## src/rtl/types.sv

```systemverilog
// Shared DCF77 types: BCD digit, decoded date/time payload, telegram bit map and FSM states.
package types;

    typedef logic [3:0] bcd_t;

    localparam int unsigned CNT_W         = 8;
    localparam int unsigned BIT_CNT_W     = 6;
    localparam int unsigned TELEGRAM_BITS = 59;

    localparam int unsigned START_BIT  = 0;
    localparam int unsigned TIME_START = 20;
    localparam int unsigned MIN_LSB    = 21;
    localparam int unsigned P1         = 28;
    localparam int unsigned HOUR_LSB   = 29;
    localparam int unsigned P2         = 35;
    localparam int unsigned DAY_LSB    = 36;
    localparam int unsigned DOW_LSB    = 42;
    localparam int unsigned MONTH_LSB  = 45;
    localparam int unsigned YEAR_LSB   = 50;
    localparam int unsigned P3         = 58;

    typedef enum logic {
        HUNT,
        RECV
    } dcf77_state_t;

    typedef struct packed {
        bcd_t [1:0] year;
        bcd_t [1:0] month;
        bcd_t [1:0] day;
        logic [2:0] dow;
        bcd_t [1:0] hour;
        bcd_t [1:0] minute;
    } dcf77_time_t;

    localparam dcf77_time_t DCF77_TIME_RESET = '{
        year:   8'h00,
        month:  8'h01,
        day:    8'h01,
        dow:    3'd1,
        hour:   8'h00,
        minute: 8'h00
    };

    function automatic logic digit_ok(input bcd_t d);
        return d <= 4'd9;
    endfunction

endpackage

```

## src/rtl/dcf77_decoder_if.sv

```systemverilog
// Decoded DCF77 date/time bundle handed to the downstream clock stage.
interface dcf77_decoder_if;
    import types::*;

    logic       dcf77_sync;
    bcd_t [1:0] dcf77_year;
    bcd_t [1:0] dcf77_month;
    bcd_t [1:0] dcf77_day;
    logic [2:0] dcf77_day_of_week;
    bcd_t [1:0] dcf77_hour;
    bcd_t [1:0] dcf77_minute;
    logic       locked;

    modport master (
        output dcf77_sync, dcf77_year, dcf77_month, dcf77_day,
               dcf77_day_of_week, dcf77_hour, dcf77_minute, locked
    );

    modport slave (
        input  dcf77_sync, dcf77_year, dcf77_month, dcf77_day,
               dcf77_day_of_week, dcf77_hour, dcf77_minute, locked
    );

endinterface

```

## src/rtl/dcf77_telegram_check.sv

```systemverilog
// Combinational decode and plausibility check of a stored 59-bit DCF77 minute telegram.
module dcf77_telegram_check
    import types::*;
(
    input  logic [TELEGRAM_BITS-1:0] telegram,
    output logic                     valid_c,
    output dcf77_time_t              fields_c
);

    logic p1_ok_c;
    logic p2_ok_c;
    logic p3_ok_c;
    logic unused_civil_bits;

    // Bits 1..19 carry weather/civil-warning data that this clock ignores.
    assign unused_civil_bits = ^telegram[TIME_START-1:START_BIT+1];

    always_comb begin
        fields_c        = DCF77_TIME_RESET;
        fields_c.minute = {1'b0, telegram[MIN_LSB+4 +: 3], telegram[MIN_LSB +: 4]};
        fields_c.hour   = {2'b00, telegram[HOUR_LSB+4 +: 2], telegram[HOUR_LSB +: 4]};
        fields_c.day    = {2'b00, telegram[DAY_LSB+4 +: 2], telegram[DAY_LSB +: 4]};
        fields_c.dow    = telegram[DOW_LSB +: 3];
        fields_c.month  = {3'b000, telegram[MONTH_LSB+4], telegram[MONTH_LSB +: 4]};
        fields_c.year   = telegram[YEAR_LSB +: 8];
    end

    // Even parity: each group including its parity bit holds an even number of ones.
    assign p1_ok_c = ~^telegram[P1:MIN_LSB];
    assign p2_ok_c = ~^telegram[P2:HOUR_LSB];
    assign p3_ok_c = ~^telegram[P3:DAY_LSB];

    always_comb begin
        valid_c = !telegram[START_BIT] && telegram[TIME_START]
               && p1_ok_c && p2_ok_c && p3_ok_c
               && digit_ok(fields_c.minute[0]) && (fields_c.minute[1] <= 4'd5)
               && digit_ok(fields_c.hour[0])
               && ((fields_c.hour[1] < 4'd2)
                   || ((fields_c.hour[1] == 4'd2) && (fields_c.hour[0] <= 4'd3)))
               && digit_ok(fields_c.day[0]) && (fields_c.day != 8'h00)
               && ((fields_c.day[1] < 4'd3)
                   || ((fields_c.day[1] == 4'd3) && (fields_c.day[0] <= 4'd1)))
               && (fields_c.dow != 3'd0)
               && digit_ok(fields_c.month[0]) && (fields_c.month != 8'h00)
               && ((fields_c.month[1] == 4'd0) || (fields_c.month[0] <= 4'd2))
               && digit_ok(fields_c.year[0]) && digit_ok(fields_c.year[1]);
    end

endmodule

```

## src/rtl/dcf77_decoder.sv

```systemverilog
// DCF77 pulse-width classifier and minute-telegram assembler; publishes date/time
// with a one-tick sync pulse on the minute-marker rise of each valid telegram.
module dcf77_decoder
    import types::*;
#(
    parameter int unsigned T0_MIN   = 6,
    parameter int unsigned T0_MAX   = 14,
    parameter int unsigned T1_MIN   = 15,
    parameter int unsigned T1_MAX   = 25,
    parameter int unsigned GAP_MIN  = 60,
    parameter int unsigned GAP_MAX  = 100,
    parameter int unsigned MARK_MIN = 150,
    parameter int unsigned MARK_MAX = 220
) (
    input  logic           clk,
    input  logic           reset,
    input  logic           clk_en,
    input  logic           rx,
    dcf77_decoder_if.master dcf
);

    dcf77_state_t               state_q, state_d;
    logic                       rx_q;
    logic [CNT_W-1:0]           high_cnt, low_cnt, high_d, low_d;
    logic [BIT_CNT_W-1:0]       bit_cnt, bit_cnt_d;
    logic [TELEGRAM_BITS-1:0]   telegram_q, telegram_d;
    logic                       sync_q, sync_d;
    logic                       locked_q, locked_d;
    dcf77_time_t                time_q, time_d;

    logic                       rise_c, fall_c;
    logic                       is_zero_c, is_one_c, gap_c, mark_c, lost_c, err_c;
    logic                       tele_valid_c;
    dcf77_time_t                tele_time_c;

    function automatic logic in_range(input logic [CNT_W-1:0] v, lo, hi);
        return (v >= lo) && (v <= hi);
    endfunction

    function automatic logic [CNT_W-1:0] sat_inc(input logic [CNT_W-1:0] v);
        return (v == '1) ? v : v + CNT_W'(1);
    endfunction

    dcf77_telegram_check u_check (
        .telegram (telegram_q),
        .valid_c  (tele_valid_c),
        .fields_c (tele_time_c)
    );

    // Edge detection and level-width counters; the edge tick counts toward the new level.
    always_comb begin
        rise_c = rx & ~rx_q;
        fall_c = ~rx & rx_q;
        high_d = high_cnt;
        low_d  = low_cnt;
        if (rise_c) begin
            high_d = CNT_W'(1);
            low_d  = '0;
        end else if (fall_c) begin
            high_d = '0;
            low_d  = CNT_W'(1);
        end else if (rx) begin
            high_d = sat_inc(high_cnt);
        end else begin
            low_d  = sat_inc(low_cnt);
        end
    end

    always_comb begin
        is_zero_c = in_range(high_cnt, CNT_W'(T0_MIN), CNT_W'(T0_MAX));
        is_one_c  = in_range(high_cnt, CNT_W'(T1_MIN), CNT_W'(T1_MAX));
        gap_c     = in_range(low_cnt, CNT_W'(GAP_MIN), CNT_W'(GAP_MAX));
        mark_c    = in_range(low_cnt, CNT_W'(MARK_MIN), CNT_W'(MARK_MAX));
        lost_c    = ~rx & (low_d > CNT_W'(MARK_MAX));
    end

    // Next-state and output logic; nothing moves except on a tick.
    always_comb begin
        state_d    = state_q;
        bit_cnt_d  = bit_cnt;
        telegram_d = telegram_q;
        sync_d     = sync_q;
        locked_d   = locked_q;
        time_d     = time_q;
        err_c      = 1'b0;

        if (clk_en) begin
            sync_d = 1'b0;
            case (state_q)
                HUNT: begin
                    if (rise_c && mark_c) begin
                        bit_cnt_d = '0;
                        state_d   = RECV;
                    end
                end
                RECV: begin
                    if (fall_c) begin
                        if ((bit_cnt == BIT_CNT_W'(TELEGRAM_BITS)) || !(is_zero_c || is_one_c)) begin
                            err_c = 1'b1;
                        end else begin
                            telegram_d[bit_cnt] = is_one_c;
                            bit_cnt_d           = bit_cnt + BIT_CNT_W'(1);
                        end
                    end else if (rise_c) begin
                        if (mark_c) begin
                            if ((bit_cnt == BIT_CNT_W'(TELEGRAM_BITS)) && tele_valid_c) begin
                                sync_d   = 1'b1;
                                time_d   = tele_time_c;
                                locked_d = 1'b1;
                            end else begin
                                locked_d = 1'b0;
                            end
                            bit_cnt_d = '0;
                        end else if (!gap_c) begin
                            err_c = 1'b1;
                        end
                    end else if (lost_c) begin
                        err_c = 1'b1;
                    end

                    if (err_c) begin
                        locked_d = 1'b0;
                        state_d  = HUNT;
                    end
                end
                default: state_d = HUNT;
            endcase
        end
    end

    always_ff @(posedge clk) begin
        if (reset) begin
            state_q    <= HUNT;
            rx_q       <= 1'b0;
            high_cnt   <= '0;
            low_cnt    <= '0;
            bit_cnt    <= '0;
            telegram_q <= '0;
            sync_q     <= 1'b0;
            locked_q   <= 1'b0;
            time_q     <= DCF77_TIME_RESET;
        end else begin
            if (clk_en) begin
                rx_q     <= rx;
                high_cnt <= high_d;
                low_cnt  <= low_d;
            end
            state_q    <= state_d;
            bit_cnt    <= bit_cnt_d;
            telegram_q <= telegram_d;
            sync_q     <= sync_d;
            locked_q   <= locked_d;
            time_q     <= time_d;
        end
    end

    assign dcf.dcf77_sync        = sync_q;
    assign dcf.dcf77_year        = time_q.year;
    assign dcf.dcf77_month       = time_q.month;
    assign dcf.dcf77_day         = time_q.day;
    assign dcf.dcf77_day_of_week = time_q.dow;
    assign dcf.dcf77_hour        = time_q.hour;
    assign dcf.dcf77_minute      = time_q.minute;
    assign dcf.locked            = locked_q;

endmodule
```

## src/flat_wrapper.sv

```systemverilog
// flat-port wrapper written by rule: the top's interface ports become plain ports
module dcf77_decoder_flat import types::*;
#(
    parameter int unsigned T0_MIN   = 6,
    parameter int unsigned T0_MAX   = 14,
    parameter int unsigned T1_MIN   = 15,
    parameter int unsigned T1_MAX   = 25,
    parameter int unsigned GAP_MIN  = 60,
    parameter int unsigned GAP_MAX  = 100,
    parameter int unsigned MARK_MIN = 150,
    parameter int unsigned MARK_MAX = 220
)
  (clk, reset, clk_en, rx, dcf_dcf77_sync, dcf_dcf77_year, dcf_dcf77_month, dcf_dcf77_day, dcf_dcf77_day_of_week, dcf_dcf77_hour, dcf_dcf77_minute, dcf_locked);
  dcf77_decoder_if dcf_i ();
  input  logic clk;
  input  logic reset;
  input  logic clk_en;
  input  logic rx;
  output wire logic [$bits(dcf_i.dcf77_sync)-1:0] dcf_dcf77_sync;
  output wire logic [$bits(dcf_i.dcf77_year)-1:0] dcf_dcf77_year;
  output wire logic [$bits(dcf_i.dcf77_month)-1:0] dcf_dcf77_month;
  output wire logic [$bits(dcf_i.dcf77_day)-1:0] dcf_dcf77_day;
  output wire logic [$bits(dcf_i.dcf77_day_of_week)-1:0] dcf_dcf77_day_of_week;
  output wire logic [$bits(dcf_i.dcf77_hour)-1:0] dcf_dcf77_hour;
  output wire logic [$bits(dcf_i.dcf77_minute)-1:0] dcf_dcf77_minute;
  output wire logic [$bits(dcf_i.locked)-1:0] dcf_locked;
  assign dcf_dcf77_sync = dcf_i.dcf77_sync;
  assign dcf_dcf77_year = dcf_i.dcf77_year;
  assign dcf_dcf77_month = dcf_i.dcf77_month;
  assign dcf_dcf77_day = dcf_i.dcf77_day;
  assign dcf_dcf77_day_of_week = dcf_i.dcf77_day_of_week;
  assign dcf_dcf77_hour = dcf_i.dcf77_hour;
  assign dcf_dcf77_minute = dcf_i.dcf77_minute;
  assign dcf_locked = dcf_i.locked;
  dcf77_decoder #(.T0_MIN(T0_MIN), .T0_MAX(T0_MAX), .T1_MIN(T1_MIN), .T1_MAX(T1_MAX), .GAP_MIN(GAP_MIN), .GAP_MAX(GAP_MAX), .MARK_MIN(MARK_MIN), .MARK_MAX(MARK_MAX)) u_core (.clk(clk), .reset(reset), .clk_en(clk_en), .rx(rx), .dcf(dcf_i));
endmodule
```

## config.mk

```make
export PLATFORM = sky130hd
export DESIGN_NAME = dcf77_decoder_flat
export DESIGN_NICKNAME = d
export VERILOG_FILES = /design/src/rtl/types.sv /design/src/rtl/dcf77_decoder_if.sv /design/src/rtl/dcf77_telegram_check.sv /design/src/rtl/dcf77_decoder.sv /design/src/flat_wrapper.sv
export SDC_FILE = /design/constraint.sdc
export NUM_CORES = 1
export LEC_CHECK = 0
export CORE_UTILIZATION = 50
export CTS_CLUSTER_DIAMETER = 50
export DETAILED_ROUTE_END_ITERATION = 8
export GPL_TIMING_DRIVEN = 0
export PLACE_DENSITY = 0.73
export SLEW_MARGIN = 20
export SYNTH_ARGS = -nofsm -noshare
export SYNTH_HDL_FRONTEND = slang
export SYNTH_SLANG_ARGS = --single-unit
```

## constraint.sdc

```tcl
create_clock -name clk -period 2.43 [get_ports clk]
set_input_delay 0.486 -clock clk [delete_from_list [all_inputs] [get_ports clk]]
set_output_delay 0.486 -clock clk [all_outputs]
set_load 0.01 [all_outputs]
```

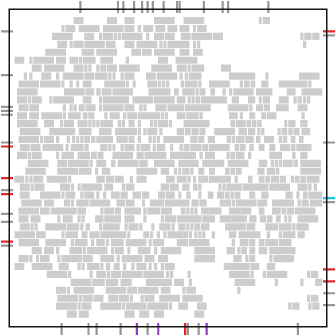
Run 1: pin map
Pins as bars across the die edge, other pins in grey.
`clk_en` -> cyan  # pins 1, direction input, edge right
`dcf_dcf77_day_of_week` -> purple  # pins 3, direction output, edge bottom
`dcf_dcf77_month` -> red  # pins 8, direction output, edge 4 left, 3 right, 1 bottom
all pins by edge = 14 left, 14 top, 12 bottom, 9 right

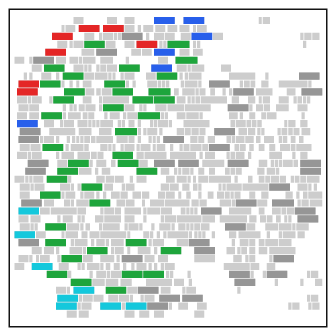
Run 1: register map, names as in the netlist
Other sequential cells in the stronger grey, the rest of the logic in the fainter grey.
`u_core.telegram_q` -> green  # placed flops 40
`u_core.dcf.dcf77_year` -> cyan  # placed flops 8, where bottom left
`u_core.dcf.dcf77_minute` -> red  # placed flops 7, where top left
`u_core.dcf.dcf77_hour` -> blue  # placed flops 6, where top middle
not coloured = 40

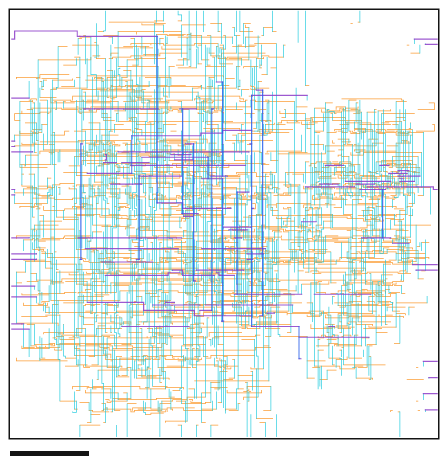
Run 1: signal wires by layer
The bar under the picture is 20 um long.
met2 -> cyan  # wire length 7,090 um
met3 -> purple  # wire length 777 um
met4 -> blue  # wire length 441 um
met1 -> orange  # wire length 6,180 um
gr usage total: 0.253
final wirelength: 14,500 um
Routed wire per std cell: 16.9 um
via count: 4,826

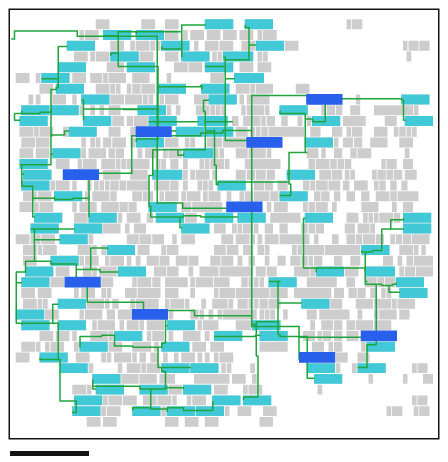
Run 1: routed clock nets over the placement
The bar under the picture is 20 um long.
cells driving clock nets -> blue  # count 9
clock wires -> green  # length 1,290 um
flip-flops -> cyan  # count 101
routed clock nets = 10

==> out/results.txt, run 1 <==
antenna cell count: 0
EDFF count, synth: 0
Latency at later pin: 350 ps
Final Critical Period: 2350 ps
clock skew: 10.3 ps
Post-synth ARST share: 0
CP startpoint kind: register
vias in the first global route: 4,669
largest net degree at the start of global routing: 17
area share of fa/ha/maj cells after synthesis: 0.0819
final worst setup slack: 75.9 ps
critical path data arrival time: 2630 ps
Chip Area, Yosys: 5650 sq um
yosys warning tally: 0
most numerous cell on the critical path: xnor2_2
Combinational Power Share: 0.046
Final setup viols: 0
main flop type: dfxtp_1
chip height: 108 um
Antenna Nets Post-Route: 0
Syn Area/Cell: 8.70 sq um
CP max FO: 8
CTS tree: yes
status: finished, final reports clean
Worst VDD drop: 488 uV
Pre-antenna DRT Iters: 5
maxcap violations: 0
clk root buf: clkbuf_16
hold slack: 458 ps
Pleak: 0.00260 uW
post-placement setup slack: -968 ps
# rows: 38
flops out of synthesis: 101
crit path kind: register to register
max incr delay on CP: 390 ps
Dominant comb cell: simple AND/OR/NAND/NOR gates
Die W: 108 um
Reg power frac: 0.523
post-DP HPWL: 10,100 um
worst hold path type: register to register
Fmax: 425 MHz
I/O pin count: 49
clock share of power: 0.431
Buffers on Ports: 39
first-pass GRT wire length: 22,700 um
-- run 1: registers in the layout, summed over array words and instances (netlist names) --
register	flops
u_core.dcf.dcf77_month	5
u_core.dcf.dcf77_sync	1
u_core.dcf.locked	1
u_core.bit_cnt	6
u_core.state_q	1
u_core.dcf.dcf77_hour	6
u_core.dcf.dcf77_year	8
u_core.dcf.dcf77_minute	7
u_core.telegram_q	40
u_core.dcf.dcf77_day_of_week	3
u_core.dcf.dcf77_day	6
u_core.low_cnt	8
u_core.high_cnt	8
u_core.rx_q	1
-- run 1: per-stage QoR --
| stage | area [sq um] | TNS [ps] |
|---|---|---|
| detailed placement | 6240 | -62300 |
| floorplan | 5680 | 0 |
| CTS | 6680 | 0 |
| global placement | 6240 | -56380 |
| finish | 6880 | 0 |
| global route | 6880 | -115 |
-- run 1: power groups by stage --
stage	sequential [uW]	clock, uW	combinational (uW)
finish	1670	1380	145
detailed placement	1710	0	131
floorplan	1700	0	92.3
global route	1670	1460	159
CTS	1670	1400	142
global placement	1710	0	128
-- run 1: layout make-up --
type	instances	area (sq um)
fill	933	4060
multi-input combinational	475	3550
sequential	101	2030
timing repair buffer	47	470
clock buffer	11	243
buffer	42	234
tap	140	175
inverter	37	144
clock inverter	4	31.3
-- run 1: metal layers --
metal / share of wire / routed length (um) / track usage / vias to the layer above
met3: 0.054 / 776 / 0.0621 / 35
met1: 0.43 / 6180 / 0.287 / 2311
met4: 0.030 / 441 / 0.0985 / 0
li1: - / - / - / 2330
met2: 0.49 / 7090 / 0.455 / 150
met5: 0 / 0 / 0 / -
-- run 1: repair_timing --
action                                  4_1_cts  5_1_grt
hold endpoints to repair                      0        0
buffers inserted                              5        2
pin swaps                                    12        6
gates resized                                37       34
endpoints found under the setup margin       99       75
gates cloned                                  0        1
-- run 1: cells in the mapped netlist, drive strengths merged (9+ instances only) --
cell type / instances / area share
o21ai: 13 / 0.012
a211oi: 9 / 0.013
buf: 17 / 0.020
xnor2: 19 / 0.029
dfxtp: 101 / 0.36
clkbuf: 27 / 0.018
a21oi: 14 / 0.012
nand2: 117 / 0.078
mux2i: 81 / 0.14
ha: 37 / 0.082
nand4: 10 / 0.011
inv: 37 / 0.025
nor2: 56 / 0.037
-- run 1: worst max-delay path: cells and delay by family (launching register included) --
family	cells	cell delay (ps)
buffers and inverters	2	270
xor gates and xnor gates	4	810
adders and majority gates	1	300
DFF	1	390
and+or+nand+nor	1	320
muxes	1	190
-- run 1: path summary, 6_finish.rpt --
kind	from	end	slack, ps	cells after the start
max	u_core.telegram_q[39]$_SDFFE_PP0P_	u_core.dcf.dcf77_day[0]$_SDFFE_PP1P_	80	9
min	u_core.dcf.dcf77_year[2]$_SDFFE_PP0P_	u_core.dcf.dcf77_year[2]$_SDFFE_PP0P_	460	2
max reg2reg	u_core.telegram_q[39]$_SDFFE_PP0P_	u_core.dcf.dcf77_day[0]$_SDFFE_PP1P_	80	9
min reg2reg	u_core.dcf.dcf77_year[2]$_SDFFE_PP0P_	u_core.dcf.dcf77_year[2]$_SDFFE_PP0P_	460	2
==> run 2, diff against run 1 <==
--- a/config.mk
+++ b/config.mk
@@ -5,11 +5,13 @@
 export SDC_FILE = /design/constraint.sdc
 export NUM_CORES = 1
 export LEC_CHECK = 0
+export CAP_MARGIN = 20
 export CORE_UTILIZATION = 50
 export CTS_CLUSTER_DIAMETER = 50
 export DETAILED_ROUTE_END_ITERATION = 8
 export GPL_TIMING_DRIVEN = 0
-export PLACE_DENSITY = 0.73
+export MAX_ROUTING_LAYER = met4
+export PLACE_DENSITY = 0.81
 export SLEW_MARGIN = 20
 export SYNTH_ARGS = -nofsm -noshare
 export SYNTH_HDL_FRONTEND = slang
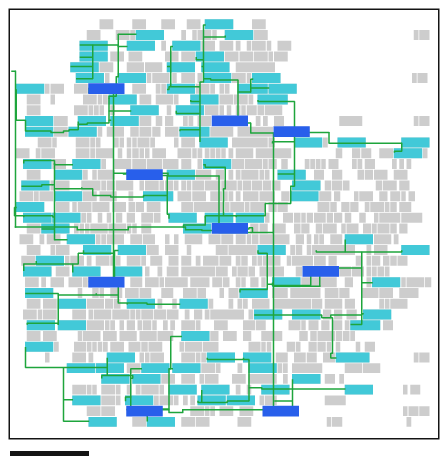
Run 2: routed clock nets over the placement
The bar under the picture is 20 um long.
clock wires -> green  # length 1,240 um
cells driving clock nets -> blue  # count 9
flip-flops -> cyan  # count 101
routed clock nets = 10

==> out/results.txt, run 2 <==
Antenna Nets Post-Route: 0 (unchanged)
Reg power frac: 0.513 (-0.010)
gr usage total: 0.263 (+0.00929)
Seq/Total Area, Yosys: 0.358
first-pass GRT wire length: 22,900 um (+1.2%)
Largest register FFs: 40 (unchanged)
Final setup viols: 0 (unchanged)
final wirelength: 14,700 um (+1.1%)
via count: 4,926 (+2.1%)
Synth cell types: 65
Post-synth ARST share: 0 (unchanged)
Latency at later pin: 360 ps (about the same)
largest area contributor in the netlist: dfxtp_1
Final Critical Period: 2350 ps (-3.62 ps)
Core Util, Final: 0.631
fill count: 886 (-5.0%)
post-cts hold buffer count: 0
Worst VDD drop: 341 uV (-30%)
post-DP HPWL: 10,200 um (+0.50%)
Top cell area share: 0.358 (unchanged)
status: finished, final reports clean
dominant logic cell type in the layout: nand2_1
post-placement setup slack: -896 ps (+71.9 ps)
Pleak: 0.00259 uW (-0.35%)
yosys warning tally: 0 (unchanged)
antenna cell count: 0 (unchanged)
clk root buf: clkbuf_16
CP max FO: 16 (+8)
Most flops, register: u_core.telegram_q
chip height: 108 um (unchanged)
clock share of power: 0.442 (+0.011)
EDFF count, synth: 0 (unchanged)
CTS tree: yes
Die W: 108 um (unchanged)
count leader, synth: nand2_1
hold slack: 459 ps (+1.32 ps)
Chip Area, Yosys: 5650 sq um (unchanged)
Fmax: 425 MHz (+0.15%)
worst hold path type: register to register
Synth area leaders: dfxtp_1 36%, mux2i_1 14%, ha_1 8.2%
clock skew: 9.77 ps (-0.562 ps)
Buffers on Ports: 39 (unchanged)
Combinational Power Share: 0.044 (-0.002)
CP startpoint kind: register
critical path data arrival time: 2630 ps (about the same)
maxcap violations: 0 (unchanged)
# rows: 38 (unchanged)
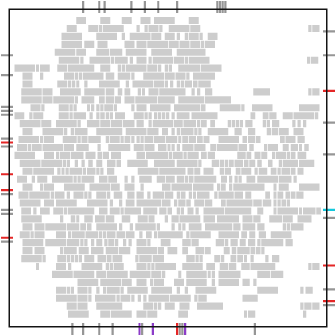
Run 2: pin map
Pins as bars across the die edge, other pins in grey.
`clk_en` -> cyan  # pins 1, direction input, edge right
`dcf_dcf77_month` -> red  # pins 8, direction output, edge 4 left, 3 right, 1 bottom
`dcf_dcf77_day_of_week` -> purple  # pins 3, direction output, edge bottom
all pins by edge = 15 left, 12 bottom, 11 right, 11 top

## run 2: power by group through the flow
stage | Clock, uW | Sequential [uW] | Combinational (uW)
after floorplan | 0 | 1700 | 92.3
after global placement | 0 | 1710 | 127
after detailed placement | 0 | 1710 | 129
after CTS | 1460 | 1670 | 141
after global routing | 1520 | 1670 | 157
final | 1440 | 1670 | 144
## run 2: path summary, 6_finish.rpt
| check | from | to | slack, ps | depth (start not counted) |
|---|---|---|---|---|
| worst min register to register | u_core.dcf.dcf77_year[2]$_SDFFE_PP0P_ | u_core.dcf.dcf77_year[2]$_SDFFE_PP0P_ | 460 | 2 |
| worst min-delay path | u_core.dcf.dcf77_year[2]$_SDFFE_PP0P_ | u_core.dcf.dcf77_year[2]$_SDFFE_PP0P_ | 460 | 2 |
| worst max register to register | u_core.telegram_q[39]$_SDFFE_PP0P_ | u_core.dcf.dcf77_month[2]$_SDFFE_PP0P_ | 80 | 9 |
| worst max-delay path | u_core.telegram_q[39]$_SDFFE_PP0P_ | u_core.dcf.dcf77_month[2]$_SDFFE_PP0P_ | 80 | 9 |
## run 2: final cells by class
| cell class | instances | area, sq um | share of cell area |
|---|---|---|---|
| Sequential cell | 101 | 2030 | 0.295 |
| Inverter | 37 | 146 | 0.0212 |
| Buffer | 43 | 239 | 0.0346 |
| Multi-Input combinational cell | 475 | 3530 | 0.512 |
| Tap cell | 140 | 175 | 0.0254 |
| Clock buffer | 11 | 243 | 0.0352 |
| Timing Repair Buffer | 50 | 483 | 0.0700 |
| Clock inverter | 4 | 48.8 | 0.00707 |
## run 2: repair_timing
item | 4_1_cts | 5_1_grt
endpoints found under the setup margin | 97 | 64
buffers inserted | 5 | 5
cloned | 0 | 2
pin swaps | 7 | 12
gates resized | 41 | 37
## run 2: kinds of logic after synthesis
kind of cell,share of synthesized area
other cells,0.000663
flops,0.358
compound gates,0.0927
buf+inv,0.0626
xor+xnor,0.0418
mux,0.143
fa+ha+maj,0.0819
simple gates,0.219
## run 2: metrics by stage
| stage | instances | cell area [sq um] |
|---|---|---|
| after floorplan | 657 | 5680 |
| after global placement | 836 | 6240 |
| after detailed placement | 836 | 6240 |
| after CTS | 855 | 6720 |
| after global routing | 861 | 6900 |
| final | 861 | 6900 |
## run 2: routing by layer
layer / part of all wire / up-vias / wire (um) / track usage
met5: 0 / - / 0 / -
met4: 0.037 / 0 / 541 / 0.140
met3: 0.049 / 46 / 721 / 0.0482
met2: 0.49 / 180 / 7230 / 0.437
met1: 0.42 / 2361 / 6160 / 0.299
li1: - / 2339 / - / -
## run 2: critical path, cell delays in order, from the launching register on
cell,delay (ps)
dfxtp_1,400
inv_1,80
ha_1,330
xor2_1,230
xnor2_1,160
xnor2_1,190
xnor2_2,190
and4_4,300
buf_12,170
mux2i_1,210
==> run 3, diff against run 2 <==
--- a/config.mk
+++ b/config.mk
@@ -5,11 +5,13 @@
 export SDC_FILE = /design/constraint.sdc
 export NUM_CORES = 1
 export LEC_CHECK = 0
-export CAP_MARGIN = 20
+export CAP_MARGIN = 30
 export CORE_UTILIZATION = 50
 export CTS_CLUSTER_DIAMETER = 50
 export DETAILED_ROUTE_END_ITERATION = 8
+export GPL_ROUTABILITY_DRIVEN = 0
 export GPL_TIMING_DRIVEN = 0
+export HOLD_SLACK_MARGIN = 0.12
 export MAX_ROUTING_LAYER = met4
 export PLACE_DENSITY = 0.81
 export SLEW_MARGIN = 20
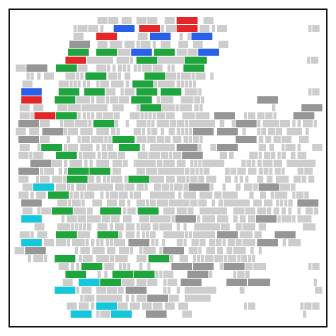
Run 3: register map, names as in the netlist
Other sequential cells in the stronger grey, the rest of the logic in the fainter grey.
`u_core.dcf.dcf77_hour` -> blue  # placed flops 6
`u_core.telegram_q` -> green  # placed flops 40
`u_core.dcf.dcf77_minute` -> red  # placed flops 7
`u_core.dcf.dcf77_year` -> cyan  # placed flops 8, where bottom left
not coloured = 40
Core Util, Final: 0.623
Sequential Area: 2030 sq um
sequential logic power: 1670 uW

==> out/results.txt, run 3 <==
largest area contributor in the netlist: dfxtp_1
Post-synth ARST share: 0 (unchanged)
Die W: 108 um (unchanged)
part of the cycle the worst path needs: 0.975
EDFF count, synth: 0 (unchanged)
clock skew: 10.3 ps (+0.510 ps)
Pleak: 0.00256 uW (-0.97%)
# rows: 38 (unchanged)
Buffers on Ports: 39 (unchanged)
Final Critical Period: 2370 ps (+18.8 ps)
Most flops, register: u_core.telegram_q
Synth cell types: 65 (unchanged)
met3 Use GR: 0.0536 (+0.00542)
Synth area leaders: dfxtp_1 36%, mux2i_1 14%, ha_1 8.2%
CTS tree: yes
post-cts hold buffer count: 0 (unchanged)
Fmax: 422 MHz (-0.79%)
final wirelength: 14,300 um (-2.2%)
CP top delay family: simple AND/OR/NAND/NOR gates
Top cell area share: 0.358 (unchanged)
status: finished, final reports clean
fill count: 886 (unchanged)
Seq/Total Area, Yosys: 0.358 (unchanged)
post-DP HPWL: 10,200 um (-0.11%)
CP startpoint kind: register
chip height: 108 um (unchanged)
Worst VDD drop: 418 uV (+23%)
gr usage total: 0.259 (-0.00316)
Worst Path Buf+Inv: 1 (-1)
Antenna Nets Post-Route: 0 (unchanged)
crit path cell chain: or3_1 > a31oi_4 > o2111ai_4 > buf_12 > or4b_4 > nor2_2 > mux2i_1
first-pass GRT wire length: 22,800 um (-0.66%)
max incr delay on CP: 610 ps (+210 ps)
Inst Count DP: 836 (unchanged)
Finished Layout Cells: 856 (-0.58%)
worst hold path type: register to register
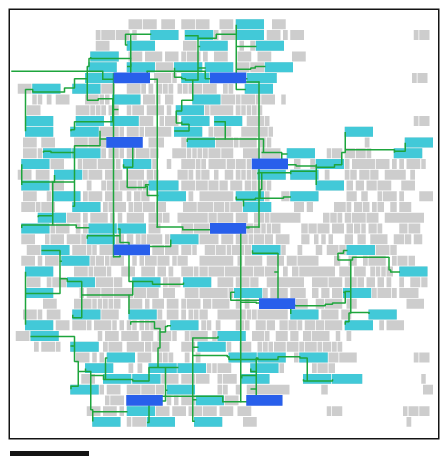
Run 3: routed clock nets over the placement
The bar under the picture is 20 um long.
flip-flops -> cyan  # count 101
cells driving clock nets -> blue  # count 9
clock wires -> green  # length 1,220 um
routed clock nets = 10
flops lie = widely spread

==> run 3: cell types whose count changed in the layout (fill, tap and decap cells not counted), moves of 2 or more <==
cell	change
xnor2_1	+2
buf_6	-2
inv_2	-2
clkbuf_8	+2
dfxtp_1	+3
inv_1	+2
dfxtp_2	-2
buf_4	-3
clkinv_2	-2
ha_1	+4
ha_4	-3
==> run 3: area by class of cell <==
class / count / area share
Multi-Input combinational cell: 475 / 0.509
Sequential cell: 101 / 0.298
Timing Repair Buffer: 45 / 0.0662
Clock buffer: 14 / 0.0402
Buffer: 42 / 0.0346
Tap cell: 140 / 0.0257
Inverter: 37 / 0.0211
Clock inverter: 2 / 0.00570
==> run 3: per-stage QoR <==
stage / instance area [sq um] / worst slack [ps] / hold WS [ps]
finish: 6810 / 60.7 / 458
global route: 6810 / -49.7 / 479
CTS: 6690 / 2.11 / 462
detailed placement: 6240 / -921 / 452
global placement: 6240 / -887 / 440
floorplan: 5680 / 41.5 / 430
==> run 3: power breakdown <==
group	switching, uW	leakage, uW	internal (uW)
clock network	631	0.000154	888
registers	9.31	0.000816	1660
logic	98.3	0.00159	46.3
==> run 3: path summary, 6_finish.rpt <==
| check | startpoint | endpoint | slack (ps) | cells past startpoint |
|---|---|---|---|---|
| worst max-delay path | u_core.high_cnt[7]$_SDFFE_PP0P_ | u_core.telegram_q[42]$_SDFFE_PP0P_ | 60 | 7 |
| worst min-delay path | u_core.dcf.dcf77_year[1]$_SDFFE_PP0P_ | u_core.dcf.dcf77_year[1]$_SDFFE_PP0P_ | 460 | 2 |
| worst max register to register | u_core.high_cnt[7]$_SDFFE_PP0P_ | u_core.telegram_q[42]$_SDFFE_PP0P_ | 60 | 7 |
| worst min register to register | u_core.dcf.dcf77_year[1]$_SDFFE_PP0P_ | u_core.dcf.dcf77_year[1]$_SDFFE_PP0P_ | 460 | 2 |
==> run 3: cells by family (layout without fill, tap and decap cells) <==
group | after synthesis | in the layout | share of synthesized area
AOI/OAI and AO/OA | 69 | 69 | 0.0927
xor gates and xnor gates | 27 | 27 | 0.0418
adders and majority gates | 37 | 37 | 0.0819
buffers and inverters | 81 | 140 | 0.0626
DFF | 101 | 101 | 0.358
muxes | 81 | 81 | 0.143
other | 1 | 8 | 0.000663
and+or+nand+nor | 253 | 253 | 0.219
==> run 3: worst register-to-register path, delay by kind of cell (launching register included) <==
kind,cells,cell delay [ps]
multiplexers,1,190
AND-OR/OR-AND,2,390
flip-flops,1,340
AND/OR/NAND/NOR,3,1190
buffers and inverters,1,170
==> run 3: what timing repair did <==
action / CTS / global route
resized: 28 / 31
pin swaps: 5 / 8
buffers inserted: 4 / 2
hold endpoints to repair: 0 / 0
endpoints found under the setup margin: 98 / 78
==> run 3: per-layer routing <==
| metal | up-vias | wire (um) |
|---|---|---|
| li1 | 2325 | - |
| met5 | - | 0 |
| met2 | 197 | 7040 |
| met3 | 56 | 786 |
| met1 | 2360 | 5870 |
| met4 | 0 | 643 |
Power is estimated from default activity; no workload was simulated.
